<file path="config.mk">
export PLATFORM = sky130hd
export DESIGN_NAME = prewish5k_button_events
export DESIGN_NICKNAME = d
export VERILOG_FILES = /design/src/rtl/prewish5k_pkg.sv /design/src/rtl/prewish5k_tick_prescaler.sv /design/src/rtl/prewish5k_button_events.sv
export SDC_FILE = /design/constraint.sdc
export NUM_CORES = 1
export LEC_CHECK = 0
export CORE_MARGIN = 10
export CORE_UTILIZATION = 30
export CTS_BUF_LIST = sky130_fd_sc_hd__clkbuf_2
export DETAILED_ROUTE_END_ITERATION = 6
export PLACE_DENSITY = 0.48
export SETUP_SLACK_MARGIN = 0.1
export SLEW_MARGIN = 20
export SYNTH_ARGS = -nofsm -noshare
export SYNTH_HDL_FRONTEND = slang
export SYNTH_SLANG_ARGS = --single-unit
</file>
<file path="constraint.sdc">
create_clock -name CLK_I -period 2.9 [get_ports CLK_I]
set_input_delay 0.58 -clock CLK_I [delete_from_list [all_inputs] [get_ports CLK_I]]
set_output_delay 0.58 -clock CLK_I [all_outputs]
set_load 0.01 [all_outputs]
</file>
<file path="src/rtl/prewish5k_pkg.sv">
// Shared definitions for the prewish5k button/gesture datapath.
// Event codes are consumed by the blinky pattern controller as well.
package prewish5k_pkg;

  localparam logic [7:0] EV_CLICK    = 8'h01;
  localparam logic [7:0] EV_DOUBLE   = 8'h02;
  localparam logic [7:0] EV_LONG     = 8'h03;
  localparam logic [7:0] EV_LONG_REL = 8'h04;

  typedef enum logic [2:0] {
    ST_IDLE  = 3'd0,
    ST_DOWN1 = 3'd1,
    ST_WAIT2 = 3'd2,
    ST_DOWN2 = 3'd3,
    ST_LONGH = 3'd4
  } btn_state_e;

endpackage

</file>
<file path="src/rtl/prewish5k_tick_prescaler.sv">
// Divides clk by TICK_DIV; tick is a one-cycle pulse on the last count.
// clear restarts the division so a tick lands exactly TICK_DIV clocks later.
module prewish5k_tick_prescaler #(
  parameter int unsigned TICK_DIV = 12000
) (
  input  logic clk,
  input  logic rst_n,
  input  logic clear,
  input  logic enable,
  output logic tick
);

  localparam int unsigned W = (TICK_DIV > 1) ? $clog2(TICK_DIV) : 1;
  localparam logic [W-1:0] LAST = W'(TICK_DIV - 1);

  logic [W-1:0] cnt;

  assign tick = enable && (cnt == LAST);

  always_ff @(posedge clk or negedge rst_n) begin
    if (!rst_n) begin
      cnt <= '0;
    end else if (clear) begin
      cnt <= '0;
    end else if (enable) begin
      cnt <= (cnt == LAST) ? '0 : cnt + 1'b1;
    end
  end

endmodule

</file>
<file path="src/rtl/prewish5k_button_events.sv">
// Classifies the debounced button level into click / double / long / long-release
// events, emitted as a single-cycle strobe plus a held event byte.
module prewish5k_button_events
  import prewish5k_pkg::*;
#(
  parameter int unsigned TICK_DIV     = 12000,
  parameter int unsigned LONG_TICKS   = 600,
  parameter int unsigned DCLICK_TICKS = 250,
  parameter int unsigned CNT_W        = 10
) (
  input  logic       CLK_I,
  input  logic       RST_I,
  input  logic       STB_I,
  input  logic [7:0] DAT_I,
  output logic       STB_O,
  output logic [7:0] DAT_O,
  output logic       o_alive
);

  if (LONG_TICKS > (64'd1 << CNT_W) - 64'd1) begin : g_long_range_chk
    $error("LONG_TICKS does not fit in CNT_W bits");
  end
  if (DCLICK_TICKS > (64'd1 << CNT_W) - 64'd1) begin : g_dclick_range_chk
    $error("DCLICK_TICKS does not fit in CNT_W bits");
  end

  localparam logic [CNT_W-1:0] LONG_T   = CNT_W'(LONG_TICKS);
  localparam logic [CNT_W-1:0] DCLICK_T = CNT_W'(DCLICK_TICKS);

  btn_state_e       state, state_next;
  logic             lvl;
  logic [CNT_W-1:0] tcnt;
  logic             tick;
  logic             state_chg;
  logic             ev_valid;
  logic [7:0]       ev_code;
  logic             hb_tick;
  logic [8:0]       hb_cnt;
  logic             unused_dat;

  assign unused_dat = ^DAT_I[7:1];
  assign state_chg  = (state_next != state);

  prewish5k_tick_prescaler #(.TICK_DIV(TICK_DIV)) u_fsm_div (
    .clk    (CLK_I),
    .rst_n  (RST_I),
    .clear  (state_chg),
    .enable (1'b1),
    .tick   (tick)
  );

  prewish5k_tick_prescaler #(.TICK_DIV(TICK_DIV)) u_hb_div (
    .clk    (CLK_I),
    .rst_n  (RST_I),
    .clear  (1'b0),
    .enable (1'b1),
    .tick   (hb_tick)
  );

  always_ff @(posedge CLK_I or negedge RST_I) begin
    if (!RST_I) begin
      lvl <= 1'b0;
    end else if (STB_I) begin
      lvl <= DAT_I[0];
    end
  end

  // Level tests come first in every state so a release beats a same-cycle timeout.
  always_comb begin
    state_next = state;
    ev_valid   = 1'b0;
    ev_code    = '0;
    case (state)
      ST_IDLE: begin
        if (lvl) state_next = ST_DOWN1;
      end
      ST_DOWN1: begin
        if (!lvl) begin
          state_next = ST_WAIT2;
        end else if (tcnt == LONG_T) begin
          state_next = ST_LONGH;
          ev_valid   = 1'b1;
          ev_code    = EV_LONG;
        end
      end
      ST_WAIT2: begin
        if (lvl) begin
          state_next = ST_DOWN2;
        end else if (tcnt == DCLICK_T) begin
          state_next = ST_IDLE;
          ev_valid   = 1'b1;
          ev_code    = EV_CLICK;
        end
      end
      ST_DOWN2: begin
        if (!lvl) begin
          state_next = ST_IDLE;
          ev_valid   = 1'b1;
          ev_code    = EV_DOUBLE;
        end else if (tcnt == LONG_T) begin
          state_next = ST_LONGH;
          ev_valid   = 1'b1;
          ev_code    = EV_LONG;
        end
      end
      ST_LONGH: begin
        if (!lvl) begin
          state_next = ST_IDLE;
          ev_valid   = 1'b1;
          ev_code    = EV_LONG_REL;
        end
      end
      default: state_next = ST_IDLE;
    endcase
  end

  always_ff @(posedge CLK_I or negedge RST_I) begin
    if (!RST_I) begin
      state <= ST_IDLE;
      tcnt  <= '0;
    end else begin
      state <= state_next;
      if (state_chg) begin
        tcnt <= '0;
      end else if (tick && (tcnt != '1)) begin
        tcnt <= tcnt + 1'b1;
      end
    end
  end

  always_ff @(posedge CLK_I or negedge RST_I) begin
    if (!RST_I) begin
      STB_O <= 1'b0;
      DAT_O <= '0;
    end else begin
      STB_O <= ev_valid;
      if (ev_valid) DAT_O <= ev_code;
    end
  end

  always_ff @(posedge CLK_I or negedge RST_I) begin
    if (!RST_I) begin
      hb_cnt  <= '0;
      o_alive <= 1'b0;
    end else if (hb_tick) begin
      hb_cnt <= hb_cnt + 1'b1;
      if (hb_cnt == '1) o_alive <= ~o_alive;
    end
  end

endmodule

</file>
Fig. 1: run 1, where the registers sit
Scale bar: 20 um. Other sequential cells in the stronger gray, the rest of the logic in the fainter gray.
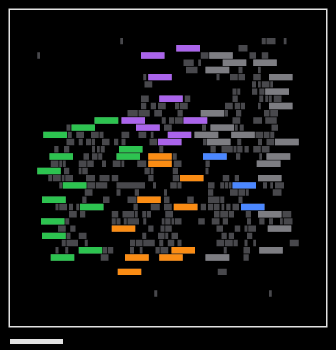
color	signal	placed flops
green	u_fsm_div.cnt	14
purple	hb_cnt	9
orange	tcnt	10
blue	state	3

Fig. 2: run 1, the clock network
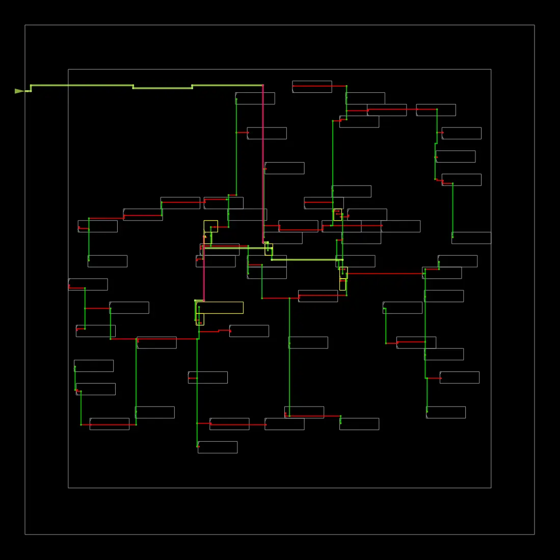
CLK BUF: 5
Power Clock: 0.000398 W
clk latency late pin: 0.44 ns
Flops: 56
Clock Sink Count: 56

==> impl_metrics.json, run 1 <==
{
  "synthCells": 300,
  "place_area_sq_um": 3186,
  "cts-root-buf": "clkbuf_2",
  "cap_viol_max_count": 0,
  "intPower_w": 0.001007,
  "endpoint": "tcnt[6]",
  "finClkSkew_ns": 0.02602,
  "yosys-stat-cells": 300,
  "worst-path-max-fanout": 12,
  "worst_slack_ns": 0.6315,
  "p_sw_share_pct": 26.10,
  "status": "finished clean",
  "drc": 0,
  "track_usage_pct": 8.486,
  "p_leak_nw": 1.276,
  "hold_end": "hb_cnt[7]",
  "syn_area_sq_um": 2950,
  "cts_max_path_buffers": 2,
  "fp_util_pct": 30.47,
  "grt_pass1_vias": 2144,
  "m1WireLength_um": 2932
}
Fig. 3: run 1, close-up of the layout
Scale bar: 20 um. Region (35, 58) to (85, 108) um. Cells in gray, sequential cells in the stronger gray; small squares are vias.
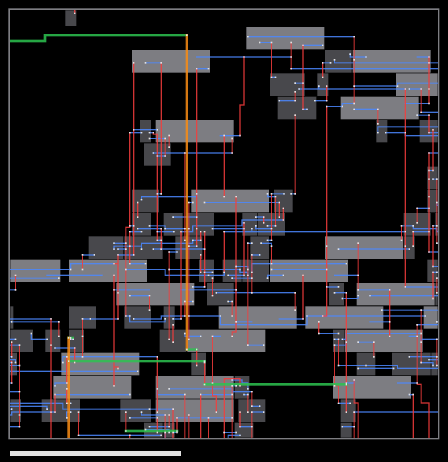
color	layer
orange	M4
green	M3
red	M2
blue	M1
most frequent	dfrtp_1 (22), xnor2_1 (11), nor2_1 (5)
sequential cells in the window	22
netlist names of flops here include	hb_cnt (9), u_hb_div.cnt (6), u_fsm_div.cnt (3)
cells with their middle in the window	74

run 1: kinds of logic (layout without fill, tap and decap cells):
| group | count (synthesis) | in the layout | share of synthesized area, % |
|---|---|---|---|
| DFF | 56 | 56 | 47.50 |
| muxes | 2 | 2 | 0.7633 |
| adders and majority gates | 7 | 7 | 2.968 |
| xor gates and xnor gates | 30 | 30 | 8.906 |
| AOI/OAI and AO/OA | 38 | 38 | 8.482 |
| other | 1 | 5 | 0.1271 |
| buffers and inverters | 24 | 33 | 4.114 |
| and+or+nand+nor | 142 | 142 | 27.14 |
run 1: worst max-delay path: stages, from the launching register on:
cell     delay [ns]
dfrtp_1        0.46
ha_1           0.24
nand4_1        0.24
or4_4          0.66
or4_1          0.49
a21oi_1        0.15
run 1: what timing repair did:
item | CTS | global route
gates resized | 0 | 0
hold endpoints to repair | 1 | 0
hold buffers | 1 | 0
run 1: power by group through the flow:
stage                logic, W  clock network, W  registers (W)
floorplan           0.0000830                 0       0.000841
global placement     0.000125                 0       0.000855
detailed placement   0.000126                 0       0.000855
CTS                  0.000127          0.000427       0.000844
global route         0.000137          0.000459       0.000850
finish               0.000122          0.000398       0.000843
run 1: layout make-up:
type	count	area, sq um	area share (%)
Timing Repair Buffer	15	130.1	3.988
Inverter	10	37.54	1.150
Sequential cell	56	1401	42.94
Clock inverter	3	42.54	1.304
Clock buffer	5	25.02	0.7669
Tap cell	133	166.4	5.100
Multi-Input combinational cell	224	1460	44.75
run 1: flip-flops by register name, indices dropped and copies added, names as in the netlist:
name           flops
DAT_O              3
lvl                1
hb_cnt             9
o_alive            1
state              3
u_fsm_div.cnt     14
u_hb_div.cnt      14
STB_O              1
tcnt              10
Fig. 4: run 1, pin map
Scale bar: 20 um. Pins as bars across the die edge, other pins in gray.
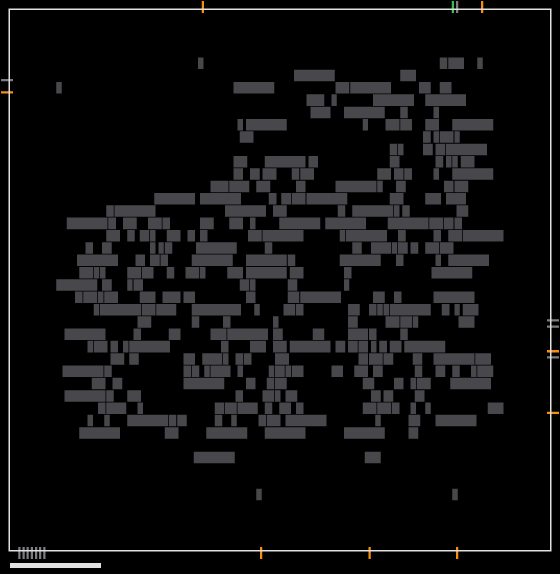

==> run 2, diff against run 1 <==
==> constraint.sdc (replaced) <==
create_clock -name CLK_I -period 2.29 [get_ports CLK_I]
set_input_delay 0.458 -clock CLK_I [delete_from_list [all_inputs] [get_ports CLK_I]]
set_output_delay 0.458 -clock CLK_I [all_outputs]
set_load 0.01 [all_outputs]
Fig. 5: run 2, pin map
Scale bar: 20 um. Pins as bars across the die edge, other pins in gray.
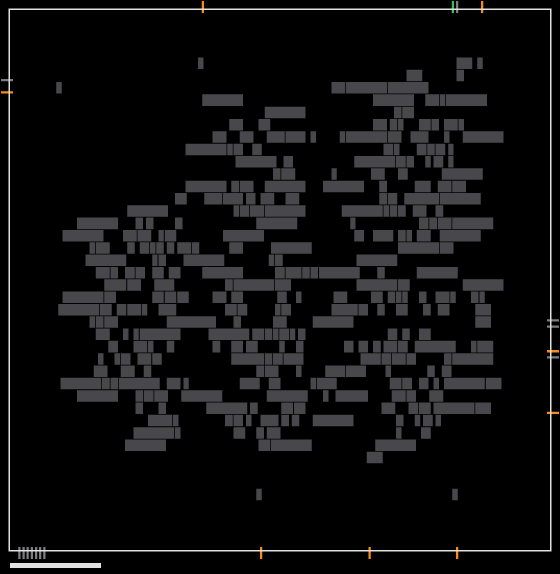
color	port	pins	direction	edge
orange	DAT_O	8	output	3 bottom, 2 right, 2 top, 1 left
green	o_alive	1	output	top
all pins by edge	10 bottom, 5 right, 4 top, 2 left
I/O Buffers: 8
Die Span X: 119.2 um

Fig. 6: run 2, signal wires on met1
Scale bar: 20 um.
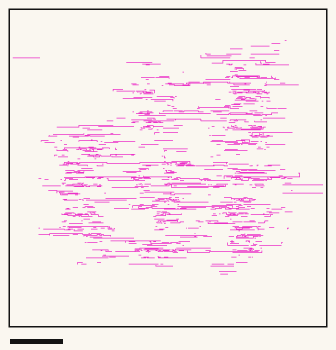
main direction	horizontal
wire length on this layer	2880 um
nets with wire on the layer	305
share of all routed wire	49%
longest straight run	25.3 um

==> run 2 against run 1 <==
  * Critical path depth fell by 1
  * Power rose by 28%
  * Routed wire length rose by 1.3%
==> impl_metrics.json, run 2 <==
{
  "status": "finished clean",
  "finClkSkew_ns": 0.03766,
  "crit_buf_inv": 0,
  "path_depth": 4,
  "worst-path-max-fanout": 7,
  "m1WireLength_um": 2876,
  "grt_pass1_vias": 2234,
  "p_leak_nw": 1.359,
  "cts-root-buf": "clkbuf_2",
  "syn_area_sq_um": 2950,
  "cts_hold_buf": 1,
  "antenna_found_initial": 0,
  "drc": 0,
  "cap_viol_max_count": 0,
  "synthToLayoutAreaGrowth_pct": 15.10,
  "intPower_w": 0.001281,
  "power.share.sequential_pct": 61.4,
  "regArea_sq_um": 1401,
  "place.gp.congestion": 0.7779,
  "grt_use_met1_pct": 10.93,
  "cts.sinks": 56,
  "drt_iter0_drc": 97,
  "layout_top_cell": "dfrtp_1",
  "cpPeakStageDelay_ns": 0.54,
  "place_area_sq_um": 3243,
  "synthCells": 300,
  "fp_util_pct": 30.47,
  "start_kind": "register",
  "crit_family": "simple AND/OR/NAND/NOR gates",
  "slowest_stage": "or4b_4",
  "combGateArea_sq_um": 1496,
  "biggestRegsByFlops": "u_fsm_div.cnt: 14 flops, u_hb_div.cnt: 14 flops, tcnt: 10 flops",
  "crit_chain": "or4b_4 > or4_4 > or4_1 > a21oi_1",
  "track_usage_pct": 8.579,
  "cts_resized": 0,
  "yosys-stat-cells": 300,
  "cts_max_path_buffers": 2,
  "reg2reg_depth": 4,
  "num_vias": 2202,
  "clock_latency_ns": 0.47,
  "met2_usage_pct": 13.76
}
Fig. 7: run 2, the clock network
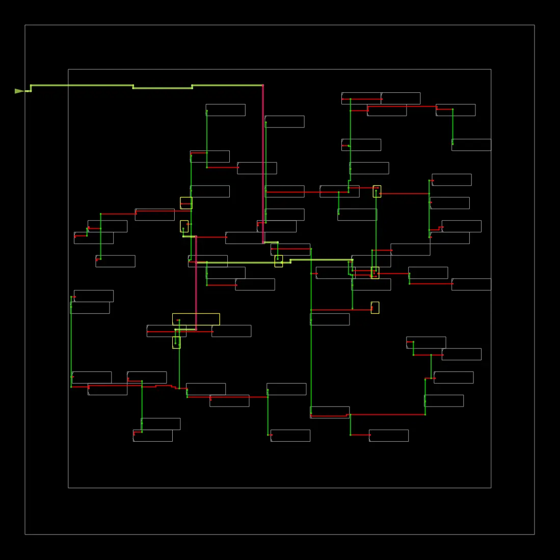
CTS buffer count: 5
Power Clock: 0.000507 W

-- run 2: cell counts after synthesis --
Identical to the previous run, type by type.
-- run 2: per-stage QoR --
stage | hold slack, ns | setup WS, ns | power, W | std cells | util [%]
finish | 0.4898 | 0.1265 | 0.001742 | 455 | 35.06
global route | 0.5015 | 0.06848 | 0.001837 | 455 | 35.06
CTS | 0.4456 | 0.08910 | 0.001778 | 454 | 34.57
detailed placement | 0.4596 | 0.1342 | 0.001252 | 443 | 33.49
global placement | 0.4536 | 0.1405 | 0.001251 | 443 | 33.49
floorplan | 0.1624 | 0.2304 | 0.001170 | 304 | -
-- run 2: cells by family after synthesis --
family	count (synthesis)	synth area share, %
xor gates and xnor gates	30	8.906
and+or+nand+nor	142	27.14
other	1	0.1271
muxes	2	0.7633
AOI/OAI and AO/OA	38	8.482
DFF	56	47.50
adders and majority gates	7	2.968
buffers and inverters	24	4.114
-- run 2: power groups by stage --
stage	clock [W]	combinational, W	sequential (W)
final	0.000507	0.000164	0.00107
after global routing	0.000572	0.000187	0.00108
after CTS	0.000539	0.000169	0.00107
after detailed placement	0	0.000166	0.00109
after global placement	0	0.000166	0.00108
after floorplan	0	0.000105	0.00106
-- run 2: cell type report --
cell class / count / share of cell area, %
timing repair buffer: 24 / 6.669
tap: 133 / 4.901
clock inverter: 3 / 1.253
clock buffer: 5 / 0.7369
inverter: 10 / 1.105
multi-input combinational: 224 / 44.07
sequential: 56 / 41.27
-- run 2: final timing paths --
kind | endpoint
worst min register to register | hb_cnt[7]
worst max register to register | tcnt[6]
max in group asynchronous | u_fsm_div.cnt[13]
min in group asynchronous | state[1]
worst min-delay path | lvl
worst max-delay path | tcnt[6]
-- run 2: tightest hold or removal path, cell delays in order --
cell and delay (ns):
clkdlybuf4s50_1 0.40, nand2_1 0.05, o21ai_0 0.06
Fig. 8: run 2, where the registers sit
Scale bar: 20 um. Other sequential cells in the stronger gray, the rest of the logic in the fainter gray.
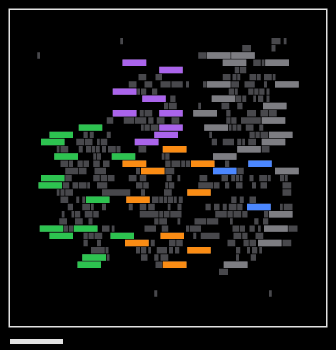

==> run 3, diff against run 2 <==
--- a/config.mk
+++ b/config.mk
@@ -7,7 +7,7 @@
 export LEC_CHECK = 0
 export CORE_MARGIN = 10
 export CORE_UTILIZATION = 30
-export CTS_BUF_LIST = sky130_fd_sc_hd__clkbuf_2
+export CTS_BUF_LIST = sky130_fd_sc_hd__clkbuf_2 sky130_fd_sc_hd__clkbuf_4 sky130_fd_sc_hd__clkbuf_8
 export DETAILED_ROUTE_END_ITERATION = 6
 export PLACE_DENSITY = 0.48
 export SETUP_SLACK_MARGIN = 0.1
Fig. 9: run 3, where the registers sit
Scale bar: 20 um. Other sequential cells in the stronger gray, the rest of the logic in the fainter gray.
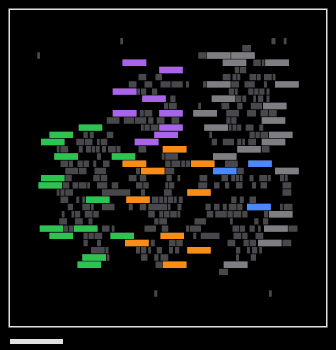
color	signal	placed flops
blue	state	3
orange	tcnt	10
purple	hb_cnt	9
green	u_fsm_div.cnt	14
sequential power: 0.00107 W
Util after Layout: 35.03%
sequential share of cell area: 41.31%
Flop area: 1401 sq um

Fig. 10: run 3, the clock network
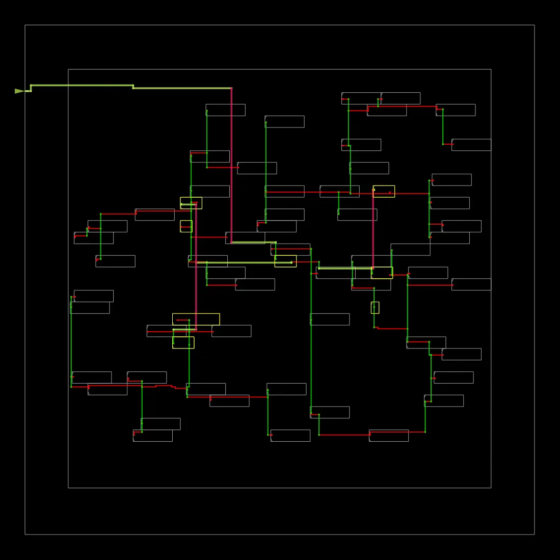
clk latency late pin: 0.32 ns
clk_skew: 0.01308 ns
Power Clock: 0.000662 W

==> run 3 against run 2 <==
  * Sequential cell count did not move
  * Design area fell by 0.11%
  * Area after synthesis did not move
  * Combinational power barely moved
  * Clock skew fell by 0.025 ns
  * Critical endpoint unchanged
==> impl_metrics.json, run 3 <==
{
  "power.share.sequential_pct": 56.4,
  "place.gp.congestion": 0.7779,
  "crit_chain": "or4b_4 > or4_4 > or4_1 > a21oi_1",
  "synthCells": 300,
  "p_leak_nw": 1.338,
  "grt_use_met1_pct": 10.93,
  "drc": 0,
  "met2_usage_pct": 13.69,
  "start_kind": "register",
  "yosys-stat-cells": 300,
  "antenna_found_initial": 0,
  "biggestRegsByFlops": "u_fsm_div.cnt: 14 flops, u_hb_div.cnt: 14 flops, tcnt: 10 flops",
  "crit_family": "simple AND/OR/NAND/NOR gates",
  "status": "finished clean",
  "reg2reg_depth": 4,
  "p_comb_w": 0.000163,
  "cpPeakStageDelay_ns": 0.55,
  "cts_max_path_buffers": 2,
  "synthToLayoutAreaGrowth_pct": 14.97,
  "intPower_w": 0.001419,
  "m1WireLength_um": 2881,
  "slowest_stage": "or4b_4"
}
Fig. 11: run 3, pin map
Scale bar: 20 um. Pins as bars across the die edge, other pins in gray.
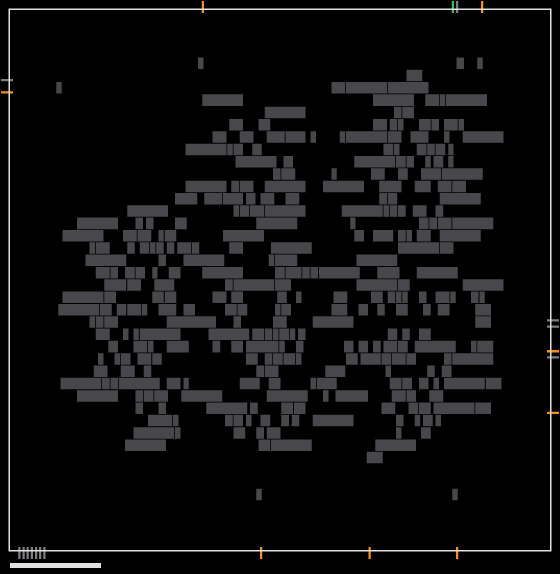
color	port	pins	direction	edge
green	o_alive	1	output	top
orange	DAT_O	8	output	3 bottom, 2 right, 2 top, 1 left
all pins by edge	10 bottom, 5 right, 4 top, 2 left

run 3: cell counts after synthesis:
Identical to the previous run, type by type.
run 3: cells by family after synthesis:
| group | synth area share (%) |
|---|---|
| adders and majority gates | 2.968 |
| AOI/OAI and AO/OA | 8.482 |
| and+or+nand+nor | 27.14 |
| buffers and inverters | 4.114 |
| DFF | 47.50 |
| muxes | 0.7633 |
| xor gates and xnor gates | 8.906 |
| other | 0.1271 |
run 3: cell type report:
cell class / count / area [sq um]
fill: 1009 / 6292
multi-input combinational: 224 / 1466
sequential: 56 / 1401
timing repair buffer: 22 / 209.0
tap: 133 / 166.4
clock buffer: 5 / 68.82
clock inverter: 3 / 42.54
inverter: 10 / 37.54
run 3: worst max path at each step:
stage	start	end	slack, ns	depth (start not counted)
final	u_fsm_div.cnt[8]	tcnt[6]	0.15	4
after global routing	u_fsm_div.cnt[8]	tcnt[6]	0.09	4
after CTS	u_fsm_div.cnt[8]	tcnt[6]	0.09	4
after detailed placement	u_fsm_div.cnt[12]	tcnt[6]	0.13	4
after global placement	u_fsm_div.cnt[12]	tcnt[6]	0.14	4
after floorplan	u_fsm_div.cnt[5]	tcnt[0]	0.23	5
run 3: metrics by stage:
step / power, W / hold WS, ns / instances / worst slack [ns]
floorplan: 0.001170 / 0.1624 / 304 / 0.2304
global placement: 0.001251 / 0.4536 / 443 / 0.1405
detailed placement: 0.001252 / 0.4596 / 443 / 0.1342
CTS: 0.001930 / 0.1960 / 451 / 0.09264
global route: 0.001989 / 0.2151 / 453 / 0.08646
finish: 0.001892 / 0.1733 / 453 / 0.1542
run 3: what timing repair did:
item | in CTS | in global routing
pin swaps | 0 | 2
setup buffers | 0 | 2
endpoints found under the setup margin | 1 | 4
gates resized | 0 | 3
Power is estimated from default activity; no workload was simulated.
